===== config.mk =====
export PLATFORM = sky130hd
export DESIGN_NAME = fetch_buffer
export DESIGN_NICKNAME = d
export VERILOG_FILES = /design/src/rtl/fetch_buffer.sv
export SDC_FILE = /design/constraint.sdc
export NUM_CORES = 1
export LEC_CHECK = 0
export ABC_CLOCK_PERIOD_IN_PS = 9500
export CAP_MARGIN = 20
export CORE_MARGIN = 2
export CORE_UTILIZATION = 58
export DETAILED_ROUTE_END_ITERATION = 10
export GPL_TIMING_DRIVEN = 0
export PLACE_DENSITY = 0.81
export SETUP_SLACK_MARGIN = 0.3
export SYNTH_ARGS = -nofsm -noshare
export SYNTH_HDL_FRONTEND = slang
export SYNTH_SLANG_ARGS = --single-unit

===== constraint.sdc =====
create_clock -name clk -period 9.5 [get_ports clk]
set_input_delay 1.9 -clock clk [delete_from_list [all_inputs] [get_ports clk]]
set_output_delay 1.9 -clock clk [all_outputs]
set_load 0.01 [all_outputs]

===== src/rtl/fetch_buffer.sv =====
// Purpose : instruction fetch front-end; one outstanding imem request, DEPTH-entry queue to decode.
// Latency : request handshake -> dec_valid = memory latency + 1 cycle (registered queue write).
// Backpr. : no request while the queue is full or a request is in flight; decode stalls via dec_ready.
//
// Ports
//   clk, rst            : single clock, synchronous active-low reset
//   pc / pc_en_n        : fetch address from the PC register; active-low advance strobe back to it
//   flush               : redirect, drops queued and in-flight instructions
//   imem_req_*          : request channel (valid/ready, address = pc)
//   imem_rsp_*          : response channel (valid only, no backpressure)
//   dec_*               : queue head to decode (valid/ready, instruction + its address)
//
// DEPTH must be a power of two and at least 2 so the pointers wrap naturally.

module fetch_buffer #(
    parameter int DEPTH = 4
) (
    input  logic        clk,
    input  logic        rst,
    input  logic [31:0] pc,
    output logic        pc_en_n,
    input  logic        flush,
    output logic        imem_req_valid,
    input  logic        imem_req_ready,
    output logic [31:0] imem_req_addr,
    input  logic        imem_rsp_valid,
    input  logic [31:0] imem_rsp_data,
    output logic        dec_valid,
    input  logic        dec_ready,
    output logic [31:0] dec_instr,
    output logic [31:0] dec_pc
);

    localparam int AW = $clog2(DEPTH);
    localparam int CW = AW + 1;

    localparam logic [1:0] ST_REQ   = 2'd0;
    localparam logic [1:0] ST_WAIT  = 2'd1;
    localparam logic [1:0] ST_DRAIN = 2'd2;

    // ------------------------------------------------------------------
    // State
    // ------------------------------------------------------------------
    logic [1:0]    r_state;
    logic [CW-1:0] r_count;
    logic [AW-1:0] r_rptr;
    logic [AW-1:0] r_wptr;
    logic [31:0]   r_pend_pc;

    // Queue storage; contents are qualified by r_count, so no reset.
    logic [31:0]   r_q_instr [DEPTH];
    logic [31:0]   r_q_pc    [DEPTH];

    // ------------------------------------------------------------------
    // Combinational control
    // ------------------------------------------------------------------
    logic          w_full;
    logic          w_req_vld;
    logic          w_req_hs;
    logic          w_push;
    logic          w_pop;
    logic [1:0]    w_state_nxt;
    logic [CW-1:0] w_count_nxt;

    assign w_full    = (r_count == CW'(DEPTH));

    // Everything observable is gated with rst so the reset cycle is quiet
    // regardless of what the other inputs are doing.
    assign w_req_vld = rst && (r_state == ST_REQ) && !w_full && !flush;
    assign w_req_hs  = w_req_vld && imem_req_ready;

    // Only a WAIT-state response is ever accepted; stray responses in REQ
    // are ignored and the one owed in DRAIN is dropped.
    assign w_push    = rst && (r_state == ST_WAIT) && imem_rsp_valid && !flush;
    assign w_pop     = dec_valid && dec_ready && !flush;

    assign imem_req_valid = w_req_vld;
    assign imem_req_addr  = pc;

    // PC advances once per accepted request, and also on flush so the
    // PC register can load its redirect target.
    assign pc_en_n   = rst ? !(w_req_hs || flush) : 1'b1;

    assign dec_valid = rst && (r_count != '0);
    assign dec_instr = r_q_instr[r_rptr];
    assign dec_pc    = r_q_pc[r_rptr];

    // Next FSM state. Flush overrides everything: a WAIT with no response
    // this cycle must still swallow the late response, hence DRAIN; if the
    // response lands in the flush cycle itself it is simply dropped.
    always_comb begin
        w_state_nxt = r_state;
        if (flush) begin
            if (r_state == ST_WAIT && !imem_rsp_valid) begin
                w_state_nxt = ST_DRAIN;
            end else begin
                w_state_nxt = ST_REQ;
            end
        end else begin
            case (r_state)
                ST_REQ: begin
                    if (w_req_hs) begin
                        w_state_nxt = ST_WAIT;
                    end
                end
                ST_WAIT: begin
                    if (imem_rsp_valid) begin
                        w_state_nxt = ST_REQ;
                    end
                end
                ST_DRAIN: begin
                    if (imem_rsp_valid) begin
                        w_state_nxt = ST_REQ;
                    end
                end
                default: begin
                    w_state_nxt = ST_REQ;
                end
            endcase
        end
    end

    // Occupancy; a push can only happen with count < DEPTH because the
    // request that produced it needed room and nothing is pushed in between.
    always_comb begin
        w_count_nxt = r_count;
        case ({w_push, w_pop})
            2'b10:   w_count_nxt = r_count + CW'(1);
            2'b01:   w_count_nxt = r_count - CW'(1);
            default: w_count_nxt = r_count;
        endcase
    end

    // ------------------------------------------------------------------
    // Sequential control state
    // ------------------------------------------------------------------
    always_ff @(posedge clk) begin
        if (!rst) begin
            // Abandons any outstanding request outright; no drain.
            r_state   <= ST_REQ;
            r_count   <= '0;
            r_rptr    <= '0;
            r_wptr    <= '0;
            r_pend_pc <= '0;
        end else if (flush) begin
            r_state   <= w_state_nxt;
            r_count   <= '0;
            r_rptr    <= '0;
            r_wptr    <= '0;
        end else begin
            r_state   <= w_state_nxt;
            r_count   <= w_count_nxt;
            if (w_req_hs) begin
                r_pend_pc <= pc;
            end
            if (w_push) begin
                r_wptr <= r_wptr + AW'(1);
            end
            if (w_pop) begin
                r_rptr <= r_rptr + AW'(1);
            end
        end
    end

    // ------------------------------------------------------------------
    // Queue storage write
    // ------------------------------------------------------------------
    always_ff @(posedge clk) begin
        if (w_push) begin
            r_q_instr[r_wptr] <= imem_rsp_data;
            r_q_pc[r_wptr]    <= r_pend_pc;
        end
    end

endmodule

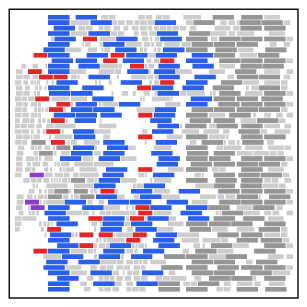
(images/flops_by_reg.png)
Scale: 2 px per um. Other sequential cells in the stronger grey, the rest of the logic in the fainter grey.
legend:
  r_pend_pc:
    colour: red
    placed_flops: 32
  r_count:
    colour: purple
    placed_flops: 3
  r_q_pc:
    colour: blue
    placed_flops: 128
not coloured: 136
register share of the cell area: 59.4%
register area: 8550 um2
P_seq: 1440 uW

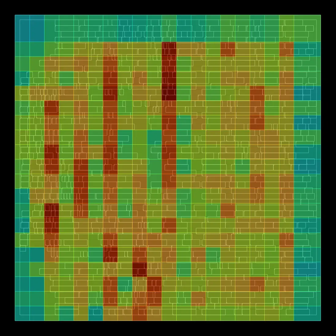
(images/congestion.png)
gr usage total: 21.0%
most used routing layer: met2
final core occ: 74.4%
WL/cell: 19.9 um

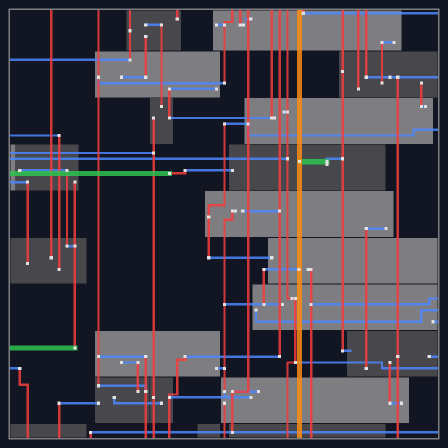
(images/detail.png)
Window x 59 to 84, y 59 to 84 um. Cells in grey, sequential cells in the stronger grey; small squares are vias.
legend:
  metal 4:
    colour: orange
  metal 1:
    colour: blue
  metal 3:
    colour: green
  metal 2:
    colour: red
most frequent: edfxtp_1 (6), mux4_2 (3)
sequential cells in the window: 8
netlist names of flops here include: r_q_pc (6), r_pend_pc (2)
cells with their middle in the window: 17

==> reports/metrics.yaml <==
outcome: "finished, final reports clean"
path_delay_family: "buffers and inverters"
die_h_um: 144
synth_nets: 658
drv_slew: 0
core-area_um2: 19300
wl_met1_um: 8380
rows: 51
synth.avg_cell_area_um2: 19.5
logic_area_um2: 2360
crit_chain: "clkdlybuf4s50_1 > clkbuf_1 > clkbuf_1 > o31a_1 > clkdlybuf4s50_1"
numCtsBuffers: 28
edf_count: 256
synth_top_cell_by_count: "edfxtp_1"
largest_class: "registers"
hp-start: "r_pend_pc[18]"
top_cell_area_share_pct: 67.9
dieArea_um2: 20600
grt_pass1_wl_um: 32600
clkPwrFrac_pct: 42.0
setup.worst_path.start_class: "input port"
slew_headroom_pct: 54.8
max_clock_freq_ghz: 0.169
p_comb_uw: 92.9
tap_cells: 265
num-nonclk-buffers: 234
post_cts_buffers: 0
setup_viol: 0
logic_family: "multiplexers"
period_minus_slack_ns: 5.92
cp_max_fo: 10
hold_slack_ns: 0.495
largestRegisters: "r_q_instr x128, r_q_pc x128, r_pend_pc x32"
antenna_found_initial: 0
io_buffers: 168
synthTopCellsByCount: "edfxtp_1 (256), mux4_2 (64), dfxtp_1 (43)"
ant_nets: 0
crit_arrival_ns: 4.02
grt_use_met3_pct: 3.57
power.density_nw_per_um2: 184
clkTransAtPathRegs_ns: 0.06
root_buffer: "clkbuf_16"
clk_share_pct: 6.49
rr_worst_depth: 11
drc: 0
rsz0062_at_grt: "false"
pwr-share-seq_pct: 54.5
internal-power_uw: 2150
required_ns: 7.60
critPathLaunch: "rst"
p_sw_share_pct: 18.6
power.group.top: "registers"
p_leak_uw: 0.00478
seq_area_frac_synth_pct: 75.5
preCtsSetupSlack_ns: 3.58
inv_count: 8
top_area_cell: "edfxtp_1"
simple_gate_share_pct: 3.84
syn2layout_area_growth_pct: 27.1
synth_flops: 299
worst_pin_slew_ns: 0.677
h-tree-depth: 1
clkSinkCount: 299
crit_end: "dec_valid"
min_path_cells: 2
ff_type: "edfxtp_1"
finClkSkew_ns: 0.00652
clk-insertion-delay-late_ns: 0.53
num_vias: 5887
period_used_pct: 62.3
top_cells_by_area: "edfxtp_1 (68%), mux4_2 (13%), dfxtp_1 (7.6%)"
design_area_um2: 14400
drt_iter0_markers: 413
nonClkBufAreaFrac_pct: 15.2
cp-end-kind: "output port"
worstPathBufferInverterCount: 4
grt-ovfl-total: 0
yosysWarnings: 0
n_antenna_cell: 0
final_cell_mix: "edfxtp_1 (256), clkdlybuf4s50_1 (168), mux4_2 (64)"
nets: 860
wl_um: 21300
ir_worst_vdd_mv: 0.130
grt_max_degree: 60
grt_use_met2_pct: 36.3
fillers: 1121
fin_setup_tns_ns: 0
r2r_end: "r_count[2]"
postCtsHoldBufs: 0
setup_ws_ns: 3.58
xor_share_pct: 0.387
async_flop_share_pct: 0
Power is estimated from default activity; no workload was simulated.
